Figure 1. M1 wires (run 1).
Scale bar: 50 µm. Supply wires on this layer in grey.
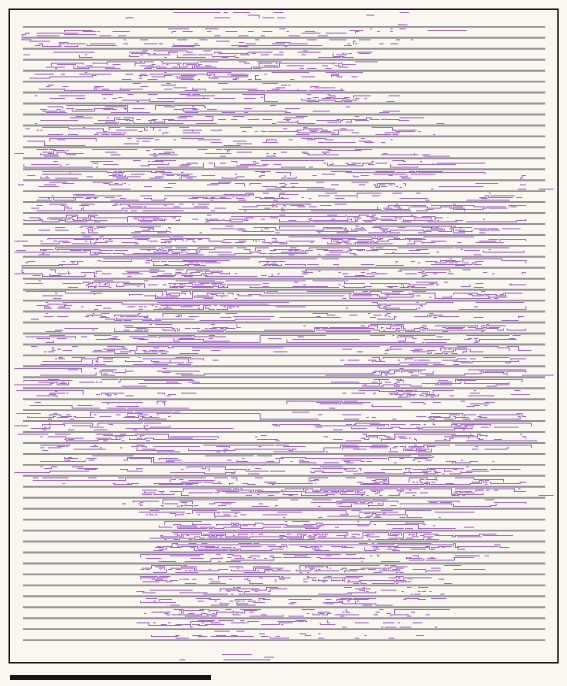
Figure 2. The metal 2 layer (run 1).
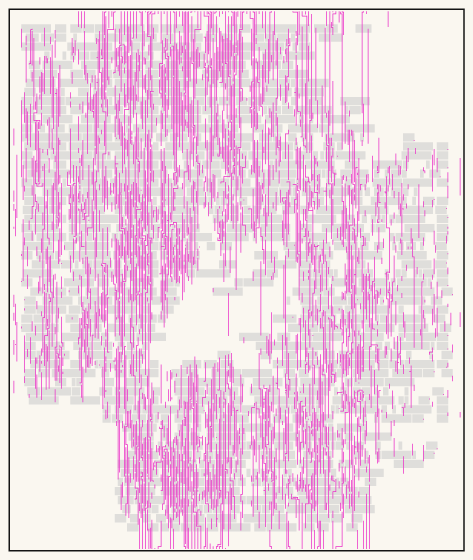
Figure 3. Metal 3 (run 1).
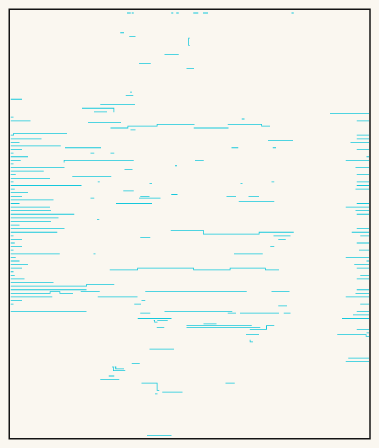
`src/rtl/core_pkg.sv`:
```
`default_nettype none
// ============================================================================
// Package     : core_pkg
// Description : Shared definitions for the 5-stage RV32I core front end.
//               Provides the bubble instruction, the default reset PC and
//               the fetch FSM state type.
// Revision    : 1.0 - initial release
// ============================================================================
package core_pkg;

  // addi x0, x0, 0 : the canonical RV32I no-op used for pipeline bubbles
  localparam logic [31:0] DEFAULT_NOP_INSTR = 32'h0000_0013;
  localparam logic [31:0] DEFAULT_RESET_PC  = 32'h0000_0000;

  // S_IDLE    : nothing outstanding, buffer empty
  // S_WAIT    : one live request outstanding
  // S_FULL    : buffer holds the word belonging to pc_f
  // S_DISCARD : one stale request outstanding (its word will be dropped)
  typedef enum logic [1:0] {
    S_IDLE    = 2'd0,
    S_WAIT    = 2'd1,
    S_FULL    = 2'd2,
    S_DISCARD = 2'd3
  } fetch_state_t;

endpackage
`default_nettype wire

```
`src/rtl/fetch_buffer.sv`:
```
`default_nettype none
// ============================================================================
// Module      : fetch_buffer
// Description : One-entry holding register for an instruction word and the
//               pc it belongs to. Used when a memory response arrives but
//               decode cannot take it this cycle.
// Ports       : clk, rst_n         - clock, async active-low reset
//               load               - capture word_in/pc_in, mark valid
//               clear              - drop the held entry (wins over load)
//               word_in, pc_in     - entry to capture
//               word, pc, valid    - held entry
// Revision    : 1.0 - initial release
// ============================================================================
module fetch_buffer #(
  parameter int XLEN = 32
) (
  input  logic            clk,
  input  logic            rst_n,
  input  logic            load,
  input  logic            clear,
  input  logic [31:0]     word_in,
  input  logic [XLEN-1:0] pc_in,
  output logic [31:0]     word,
  output logic [XLEN-1:0] pc,
  output logic            valid
);

  always_ff @(posedge clk or negedge rst_n) begin
    if (!rst_n) begin
      valid <= 1'b0;
      word  <= '0;
      pc    <= '0;
    end else if (clear) begin
      valid <= 1'b0;
    end else if (load) begin
      valid <= 1'b1;
      word  <= word_in;
      pc    <= pc_in;
    end
  end

endmodule
`default_nettype wire

```
`src/rtl/fetch_stage.sv`:
```
`default_nettype none
// ============================================================================
// Module      : fetch_stage
// Description : IF stage plus IF/ID pipeline register. Owns pc_f, keeps at
//               most one instruction-memory request outstanding, buffers one
//               returned word and loads IF/ID under hazard-unit control.
// Ports       : clk, rst_n                 - clock, async active-low reset
//               stall_f, stall_d, flush_d  - hazard unit controls
//               pc_src_e, pc_target_e      - redirect resolved in EX
//               imem_req, imem_addr        - request pulse and address
//               imem_rvalid, imem_rdata    - response strobe and word
//               instr_d, pc_d, pc_plus4_d  - IF/ID contents
//               valid_d                    - IF/ID holds a real instruction
//               fetch_wait                 - bubble caused by missing word
// Revision    : 1.0 - initial release
// ============================================================================
module fetch_stage
  import core_pkg::*;
#(
  parameter int              XLEN      = 32,
  parameter logic [XLEN-1:0] RESET_PC  = DEFAULT_RESET_PC,
  parameter logic [31:0]     NOP_INSTR = DEFAULT_NOP_INSTR
) (
  input  logic            clk,
  input  logic            rst_n,
  input  logic            stall_f,
  input  logic            stall_d,
  input  logic            flush_d,
  input  logic            pc_src_e,
  input  logic [XLEN-1:0] pc_target_e,
  output logic            imem_req,
  output logic [XLEN-1:0] imem_addr,
  input  logic            imem_rvalid,
  input  logic [31:0]     imem_rdata,
  output logic [31:0]     instr_d,
  output logic [XLEN-1:0] pc_d,
  output logic [XLEN-1:0] pc_plus4_d,
  output logic            valid_d,
  output logic            fetch_wait
);

  fetch_state_t    state, state_next;
  logic [XLEN-1:0] pc_f, pc_next, pc_f_plus4;
  logic            avail, accept, issue;
  logic            buf_load, buf_clear, buf_valid;
  logic [31:0]     buf_word, word_f;
  logic [XLEN-1:0] buf_pc, word_pc;

  assign pc_f_plus4 = pc_f + XLEN'(4);

  // A word for pc_f exists either in the buffer or on the response bus.
  assign avail  = (state == S_FULL) | ((state == S_WAIT) & imem_rvalid);
  // stall_f is folded in so a held pc never lets IF/ID take the same word
  // twice; with stall_f alone the word is parked and IF/ID fills bubbles.
  assign accept = avail & ~stall_f & ~stall_d & ~flush_d & ~pc_src_e;

  assign word_f  = buf_valid ? buf_word : imem_rdata;
  assign word_pc = buf_valid ? buf_pc   : pc_f;

  fetch_buffer #(
    .XLEN (XLEN)
  ) u_fetch_buffer (
    .clk     (clk),
    .rst_n   (rst_n),
    .load    (buf_load),
    .clear   (buf_clear),
    .word_in (imem_rdata),
    .pc_in   (pc_f),
    .word    (buf_word),
    .pc      (buf_pc),
    .valid   (buf_valid)
  );

  // Redirect overrides stall_f; advancing needs the word to be consumed.
  always_comb begin
    pc_next = pc_f;
    if (pc_src_e) begin
      pc_next = pc_target_e;
    end else if (accept) begin
      pc_next = pc_f_plus4;
    end
  end

  always_ff @(posedge clk or negedge rst_n) begin
    if (!rst_n) begin
      pc_f  <= RESET_PC;
      state <= S_IDLE;
    end else begin
      pc_f  <= pc_next;
      state <= state_next;
    end
  end

  // Every issue targets the next pc_f value, so the address is simply pc_next.
  always_comb begin
    state_next = state;
    issue      = 1'b0;
    buf_load   = 1'b0;
    buf_clear  = 1'b0;
    case (state)
      S_IDLE: begin
        issue      = 1'b1;
        state_next = S_WAIT;
      end
      S_WAIT: begin
        if (imem_rvalid) begin
          if (pc_src_e || accept) begin
            issue = 1'b1;
          end else begin
            buf_load   = 1'b1;
            state_next = S_FULL;
          end
        end else if (pc_src_e) begin
          state_next = S_DISCARD;
        end
      end
      S_FULL: begin
        if (pc_src_e || accept) begin
          buf_clear  = 1'b1;
          issue      = 1'b1;
          state_next = S_WAIT;
        end
      end
      S_DISCARD: begin
        if (imem_rvalid) begin
          issue      = 1'b1;
          state_next = S_WAIT;
        end
      end
      default: state_next = S_IDLE;
    endcase
  end

  // IDLE issues unconditionally, so the pulse is masked while reset is held.
  assign imem_req  = issue & rst_n;
  assign imem_addr = pc_next;

  // IF/ID: a flush or redirect bubbles even through stall_d.
  always_ff @(posedge clk or negedge rst_n) begin
    if (!rst_n) begin
      instr_d    <= NOP_INSTR;
      pc_d       <= '0;
      pc_plus4_d <= '0;
      valid_d    <= 1'b0;
      fetch_wait <= 1'b0;
    end else if (flush_d || pc_src_e) begin
      instr_d    <= NOP_INSTR;
      valid_d    <= 1'b0;
      fetch_wait <= 1'b0;
    end else if (!stall_d) begin
      if (accept) begin
        instr_d    <= word_f;
        pc_d       <= word_pc;
        pc_plus4_d <= word_pc + XLEN'(4);
        valid_d    <= 1'b1;
        fetch_wait <= 1'b0;
      end else begin
        instr_d    <= NOP_INSTR;
        valid_d    <= 1'b0;
        fetch_wait <= 1'b1;
      end
    end
  end

  // A response with nothing live outstanding is a memory protocol error.
  a_no_stray_rvalid: assert property (@(posedge clk) disable iff (!rst_n)
    !(imem_rvalid && ((state == S_IDLE) || (state == S_FULL))));

endmodule
`default_nettype wire

```
`config.mk`:
```
export PLATFORM = sky130hd
export DESIGN_NAME = fetch_stage
export DESIGN_NICKNAME = d
export VERILOG_FILES = /design/src/rtl/core_pkg.sv /design/src/rtl/fetch_buffer.sv /design/src/rtl/fetch_stage.sv
export SDC_FILE = /design/constraint.sdc
export NUM_CORES = 1
export LEC_CHECK = 0
export CAP_MARGIN = 20
export CORE_ASPECT_RATIO = 1.2
export CORE_MARGIN = 3
export CORE_UTILIZATION = 46
export DETAILED_ROUTE_END_ITERATION = 6
export GPL_ROUTABILITY_DRIVEN = 0
export PLACE_DENSITY = 0.83
export SYNTH_ARGS = -nofsm -noshare
export SYNTH_HDL_FRONTEND = slang
export SYNTH_SLANG_ARGS = --single-unit
```
`constraint.sdc`:
```
create_clock -name clk -period 2.8 [get_ports clk]
set_input_delay 0.56 -clock clk [delete_from_list [all_inputs] [get_ports clk]]
set_output_delay 0.56 -clock clk [all_outputs]
set_load 0.02 [all_outputs]
```
==> flow_summary.yaml, run 1 <==
# generated from flow reports
final_layout:
  drive_gt1_frac: 0.260
  final-seq-area_um2: 4890
  mostFrequentLayoutCells: "dfrtp_1, clkdlybuf4s50_1, nand2_1"
  comb_area_um2: 4340
  fill_cells: 1499
  final_layout_top_logic_cell: "dfrtp_1"
  fin_area_um2: 13100
  final_cells: 1430
power_and_ir_drop:
  ir_drop_mv: 0.417
  power_mw: 9.87
  power_density_nw_per_um2: 752
worst_setup_path:
  critPathMostFrequentCell: "buf_4"
  cp_cell_sequence: "ha_2 -> nand4_1 -> or4_4 -> buf_4 -> nor3_2 -> xnor2_1 -> o21ai_1 -> buf_4"
  worstPathMaxFanout: 8
  cp-start-kind: "register"
  worst_path_max_delay_cell: "or4_4"
  critPathKind: "reg2out"
yosys:
  syn_area_per_cell_um2: 10.6
  ys_warn_count: 0
  netlist_instances: 877
  yosys.area.top_type_share: 0.515
  edf_count: 0
  ff_type: "dfrtp_1"
  ys_area_um2: 9320
  yosys.stat.seqShare: 0.524
  fp_nets: 950
  largest_area_cell: "dfrtp_1"
  synthDistinctLibCells: 60
  async_flop_share: 1.00
  synth_area_um2: 9320
  synthTopCellsByArea: "dfrtp_1, mux2_2, mux2i_1"
floorplan:
  initial_utilization: 0.472
  core_um2: 19800
  die_width_um: 136
  die_area_um2: 22000
clocking:
  root_buffer: "clkbuf_16"
  cts_hold_buf: 0
  cts_made_buffers: 17
  clock_latency_ps: 440
  clk_pin_slew_ps: 80
placement:
  portBuffers: 201
  dp_cells: 1356
  dp_hpwl_um: 18000
drt:
  viasPerCell: 5.45
  routedWlPerCell_um: 18.3
  ant_nets: 0
  post-route-drc-count: 0
  firstDrtPassIters: 5
sta:
  max_freq_ghz: 0.316
  slew-limit-headroom: 0.431
  final-setup-viol-count: 22
  fin_skew_ps: 7.41
  whs_ps: 209
  grt_setup_unrepaired: "yes"
  setup_ws_ps: -365
  timing.final.crit_share: 1.13
global_route:
  grt-ovfl-total: 0
  grt_pass1_vias: 7786
  gr-usage-all-layers: 0.237
run_status:
  violations: "negative setup slack"
  status: "complete, but fails checks"
## Picture notes: Figure 1
1,100 nets have wire on it. The longest straight run is 51.5 µm. The wires run mostly horizontal. The layer holds 41% of the routed length. The layer carries 10,800 µm of wire.
Routed WL: 26,100 µm
M1 GR Usage: 0.303

## Picture notes: Figure 2
The longest straight run is 47.6 µm. 1,088 nets have wire on it. The layer holds 50% of the routed length. The layer carries 13,200 µm of wire.

## Picture notes: Figure 3
The layer holds 5.4% of the routed length. The longest straight run is 38.2 µm. The wires run mostly horizontal.
via count: 7,794
grt met3 use: 0.0520

## run 1: report_power, final
part	switching [mW]	internal (mW)	leakage, nW
Sequential	0.477	3.58	2.47
Combinational	1.68	1.70	3.30
Clock	1.22	1.20	0.289
## run 1: kinds of logic (layout without fill, tap and decap cells)
kind of cell | count (synthesis) | after routing | synth area share
AND-OR/OR-AND | 165 | 165 | 0.108
XOR/XNOR | 43 | 43 | 0.0404
adder cells (fa/ha/maj) | 2 | 2 | 0.00268
buffers and inverters | 71 | 361 | 0.0344
flip-flops | 195 | 195 | 0.524
multiplexers | 132 | 132 | 0.151
other | 0 | 2 | 0
AND/OR/NAND/NOR | 269 | 269 | 0.139
## run 1: metal layers
layer	wire (µm)	track usage
met1	10800	0.303
met2	13200	0.400
met3	1410	0.0520
met4	728	0.0765
met5	0	0
## run 1: synthesized netlist by cell type (4+ instances only)
library cell  number
nand3_1           21
nand4_1           18
xor2_1            21
nor2_1            23
o31ai_1            8
inv_1              9
o21ai_1            7
a21o_1             8
nand4b_1           7
a21oi_2            4
a21oi_1            9
mux2i_1           62
xnor2_1           22
o21a_1             5
nand2_1          147
nand3b_1           5
o311ai_1           4
buf_4              5
nor2b_1            4
clkbuf_1          28
mux2_2            70
nor4_1             4
o21ai_0          101
nor3_1            16
buf_2             26
dfrtp_1          192
## run 1: cell type report
cell class              instances  area share
flip-flops and latches        195       0.372
multi-input cells             611       0.331
repair buffers                320       0.225
clock buffers                  17      0.0324
well taps                     261      0.0249
clock inverters                15      0.0122
inverters                       9     0.00257
diodes                          2    0.000381
## run 1: what timing repair did
action | CTS | global route
pin swaps | 29 | 25
endpoints found under the hold margin | 0 | 0
setup endpoints to repair | 31 | 32
buffers inserted | 27 | 18
cloned | 1 | 0
resized | 202 | 36
## run 1: registers in the layout (all words and copies together) (netlist names)
register and flops:
u_fetch_buffer.pc 32, pc_plus4_d 30, u_fetch_buffer.word 32, valid_d 1
u_fetch_buffer.valid 1, pc_d 32, fetch_wait 1, instr_d 32
state 2, pc_f 32
## run 1: critical path, delay by kind of cell, from the launching register on
kind / cells / cell delay, ps
simple gates: 3 / 910
buf+inv: 2 / 380
flops: 1 / 360
compound gates: 1 / 230
fa+ha+maj: 1 / 190
xor+xnor: 1 / 80
## run 1: path summary, 6_finish.rpt
check / from / endpoint / slack [ps] / cells past startpoint
max in group asynchronous: rst_n / u_fetch_buffer.valid / 1290 / 3
min in group clk: pc_d[18] / pc_d[18] / 480 / 2
max: pc_f[2] / imem_addr[22] / -360 / 8
min: rst_n / instr_d[25] / 210 / 2
min reg2reg: pc_d[18] / pc_d[18] / 480 / 2
max reg2reg: state[1] / pc_f[21] / 110 / 14
Figure 4. Congestion heat map (run 1).
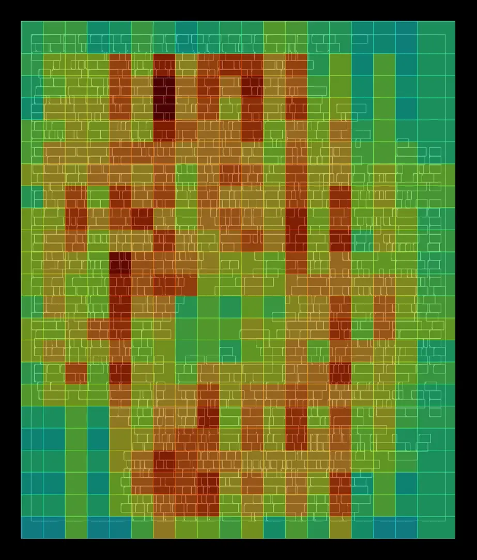

==> run 2, diff against run 1 <==
--- a/config.mk
+++ b/config.mk
@@ -12,6 +12,7 @@
 export DETAILED_ROUTE_END_ITERATION = 6
 export GPL_ROUTABILITY_DRIVEN = 0
 export PLACE_DENSITY = 0.83
+export SKIP_LAST_GASP = 1
 export SYNTH_ARGS = -nofsm -noshare
 export SYNTH_HDL_FRONTEND = slang
 export SYNTH_SLANG_ARGS = --single-unit
Figure 5. Congestion heat map (run 2).
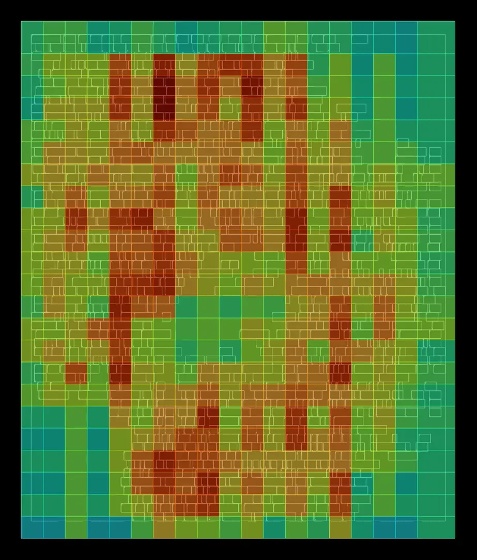
met2 Usage GRT: 0.400
gr busiest metal: met2

Figure 6. Metal 4 (run 2).
Scale bar: 50 µm. Supply wires on this layer in grey.
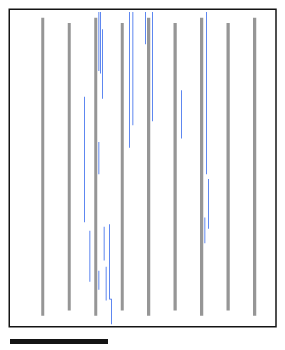
The longest straight run is 83.0 µm. The wires run mostly vertical. The layer carries 643 µm of wire. 16 nets have wire on it.
Routed WL: 26,000 µm
via count: 7,816

==> flow_summary.yaml, run 2 <==
# generated from flow reports
yosys:
  common_cells: "dfrtp_1, nand2_1, o21ai_0"
  synthDistinctLibCells: 60
  netlist_instances: 877
  fp_nets: 950
  ff_type: "dfrtp_1"
  yosys.stat.seqShare: 0.524
  synth_area_um2: 9320
  largest_area_cell: "dfrtp_1"
  edf_count: 0
  synthTopCellsByArea: "dfrtp_1, mux2_2, mux2i_1"
  ys_warn_count: 0
  ys_cells: 877
  async_flop_share: 1.00
  synth_flop_count: 195
  ys_area_um2: 9320
  yosys.area.top_type_share: 0.515
  most_common_cell: "dfrtp_1"
  syn_area_per_cell_um2: 10.6
final_layout:
  fin_area_um2: 13100
  fill_cells: 1502
  drive_gt1_frac: 0.258
  mostFrequentLayoutCells: "dfrtp_1, clkdlybuf4s50_1, nand2_1"
  layout.nets: 1227
  layout-area-overhead-vs-synth_pct: 40.6
  post-route-util: 0.663
  final_layout_top_logic_cell: "dfrtp_1"
clocking:
  htree_levels: 4
  cts_hold_buf: 0
  clkSinkCount: 195
  clk_pin_slew_ps: 80
  clk_path_buf_depth: 2
  cts_made_buffers: 17
  clock_latency_ps: 440
  root_buffer: "clkbuf_16"
  cts_tree: "built"
power_and_ir_drop:
  power_density_nw_per_um2: 752
  power.leakage_nw: 6.05
  internal-power_mw: 6.48
  power_frac_comb: 0.343
  swShare: 0.343
  pwr-share-seq: 0.412
  ir_drop_mv: 0.416
  pwr-share-clk: 0.245
  switchingPower_mw: 3.38
global_route:
  grt_pass1_wl_um: 40900
  grt_use_met3: 0.0520
  global_route.usage.met1: 0.303
  grt_pass1_vias: 7786
  grt-ovfl-total: 0
  antenna_found_initial: 1
  gr-usage-all-layers: 0.237
  grt_max_degree: 161
sta:
  worst_pin_slew_ps: 851
  drv_slew: 0
  slew-limit-headroom: 0.433
  fin_skew_ps: 11.0
  max_freq_ghz: 0.316
  timing.final.crit_share: 1.13
  final-setup-viol-count: 22
  grt_setup_unrepaired: "yes"
  setup_ws_ps: -364
  period_minus_slack_ps: 3160
  finalHoldViolCount: 0
floorplan:
  die_area_um2: 22000
  core_um2: 19800
  die_width_um: 136
  die_height_um: 162
  initial_utilization: 0.472
  io_pins: 202
  rows: 56
drt:
  ant_nets: 0
  post-route-drc-count: 0
  firstDrtPassIters: 5
  viasPerCell: 5.47
  routedWlPerCell_um: 18.2
  drt_iter0_markers: 616
placement:
  placed_area_um2: 12100
  dp_hpwl_um: 18000
  pre_cts_ws_ps: -944
  portBuffers: 201
worst_setup_path:
  critPathKind: "reg2out"
  worst_setup_path_end_kind: "primary output"
  worstPathMaxFanout: 8
  arrival_ps: 2600
  cp-start-kind: "register"
  required_ps: 2240
run_status:
  status: "complete, but fails checks"
  violations: "negative setup slack"
flow_run:
  max_cap_viol_count: 0
  warnings: 31
hold_path:
  hold_class: "in2async"
[run 2: cell counts after synthesis]
Identical to the previous run, type by type.
[run 2: cell families after synthesis]
group / synth area share
AND/OR/NAND/NOR: 0.139
flip-flops: 0.524
AND-OR/OR-AND: 0.108
multiplexers: 0.151
buffers and inverters: 0.0344
XOR/XNOR: 0.0404
adder cells (fa/ha/maj): 0.00268
[run 2: metrics by stage]
step	TNS, ps	power, mW	hold WS [ps]	instances
after floorplan	0	5.89	264	877
after detailed placement	-23890	7.43	465	1356
final	-3170	9.86	214	1430
after global routing	-5440	10.4	228	1429
after CTS	-2220	9.89	214	1415
after global placement	-22870	7.30	462	1356
[run 2: path summary, 6_finish.rpt]
| kind | startpoint | to | slack (ps) | depth (start not counted) |
|---|---|---|---|---|
| setup / recovery | pc_f[2] | imem_addr[22] | -360 | 8 |
| hold / removal | rst_n | instr_d[25] | 210 | 2 |
| setup reg to reg | state[1] | pc_f[21] | 100 | 14 |
| hold reg to reg | pc_d[18] | pc_d[18] | 480 | 2 |
| max in group asynchronous | rst_n | u_fetch_buffer.pc[30] | 1340 | 3 |
| min in group clk | pc_d[18] | pc_d[18] | 480 | 2 |
[run 2: area by class of cell]
cell class                      instances  area, µm²  share of cell area
Sequential cell                       195       4890               0.373
Multi-Input combinational cell        611       4330               0.331
Timing Repair Buffer                  320       2940               0.224
Clock buffer                           17        425              0.0325
Tap cell                              261        327              0.0249
Clock inverter                         15        160              0.0122
Inverter                                9       33.8             0.00258
Antenna cell                            2       5.00            0.000382
[run 2: repair_timing]
| action | 4_1_cts | 5_1_grt |
|---|---|---|
| buffers inserted | 27 | 18 |
| pin swaps | 29 | 25 |
| setup endpoints to repair | 31 | 32 |
| resized | 202 | 31 |
| cloned | 1 | 0 |
[run 2: worst max-delay path, stage by stage (launching register included)]
cell and delay [ps]:
dfrtp_1 360, ha_2 190, nand4_1 180, or4_4 560
buf_4 170, nor3_2 160, xnor2_1 80, o21ai_1 240
buf_4 220
[run 2: power groups by stage]
stage | sequential (mW) | clock [mW] | combinational [mW]
floorplan | 4.48 | 0 | 1.41
global placement | 4.08 | 0 | 3.23
detailed placement | 4.12 | 0 | 3.31
CTS | 4.07 | 2.47 | 3.36
global route | 4.17 | 2.59 | 3.65
finish | 4.06 | 2.42 | 3.38
[run 2: metal layers]
layer	part of all wire	routed length, µm
met1	0.42	10800
met2	0.50	13000
met3	0.058	1500
met4	0.025	642
met5	0	0
Power figures rest on the tool's default switching activity, not on a simulated workload.
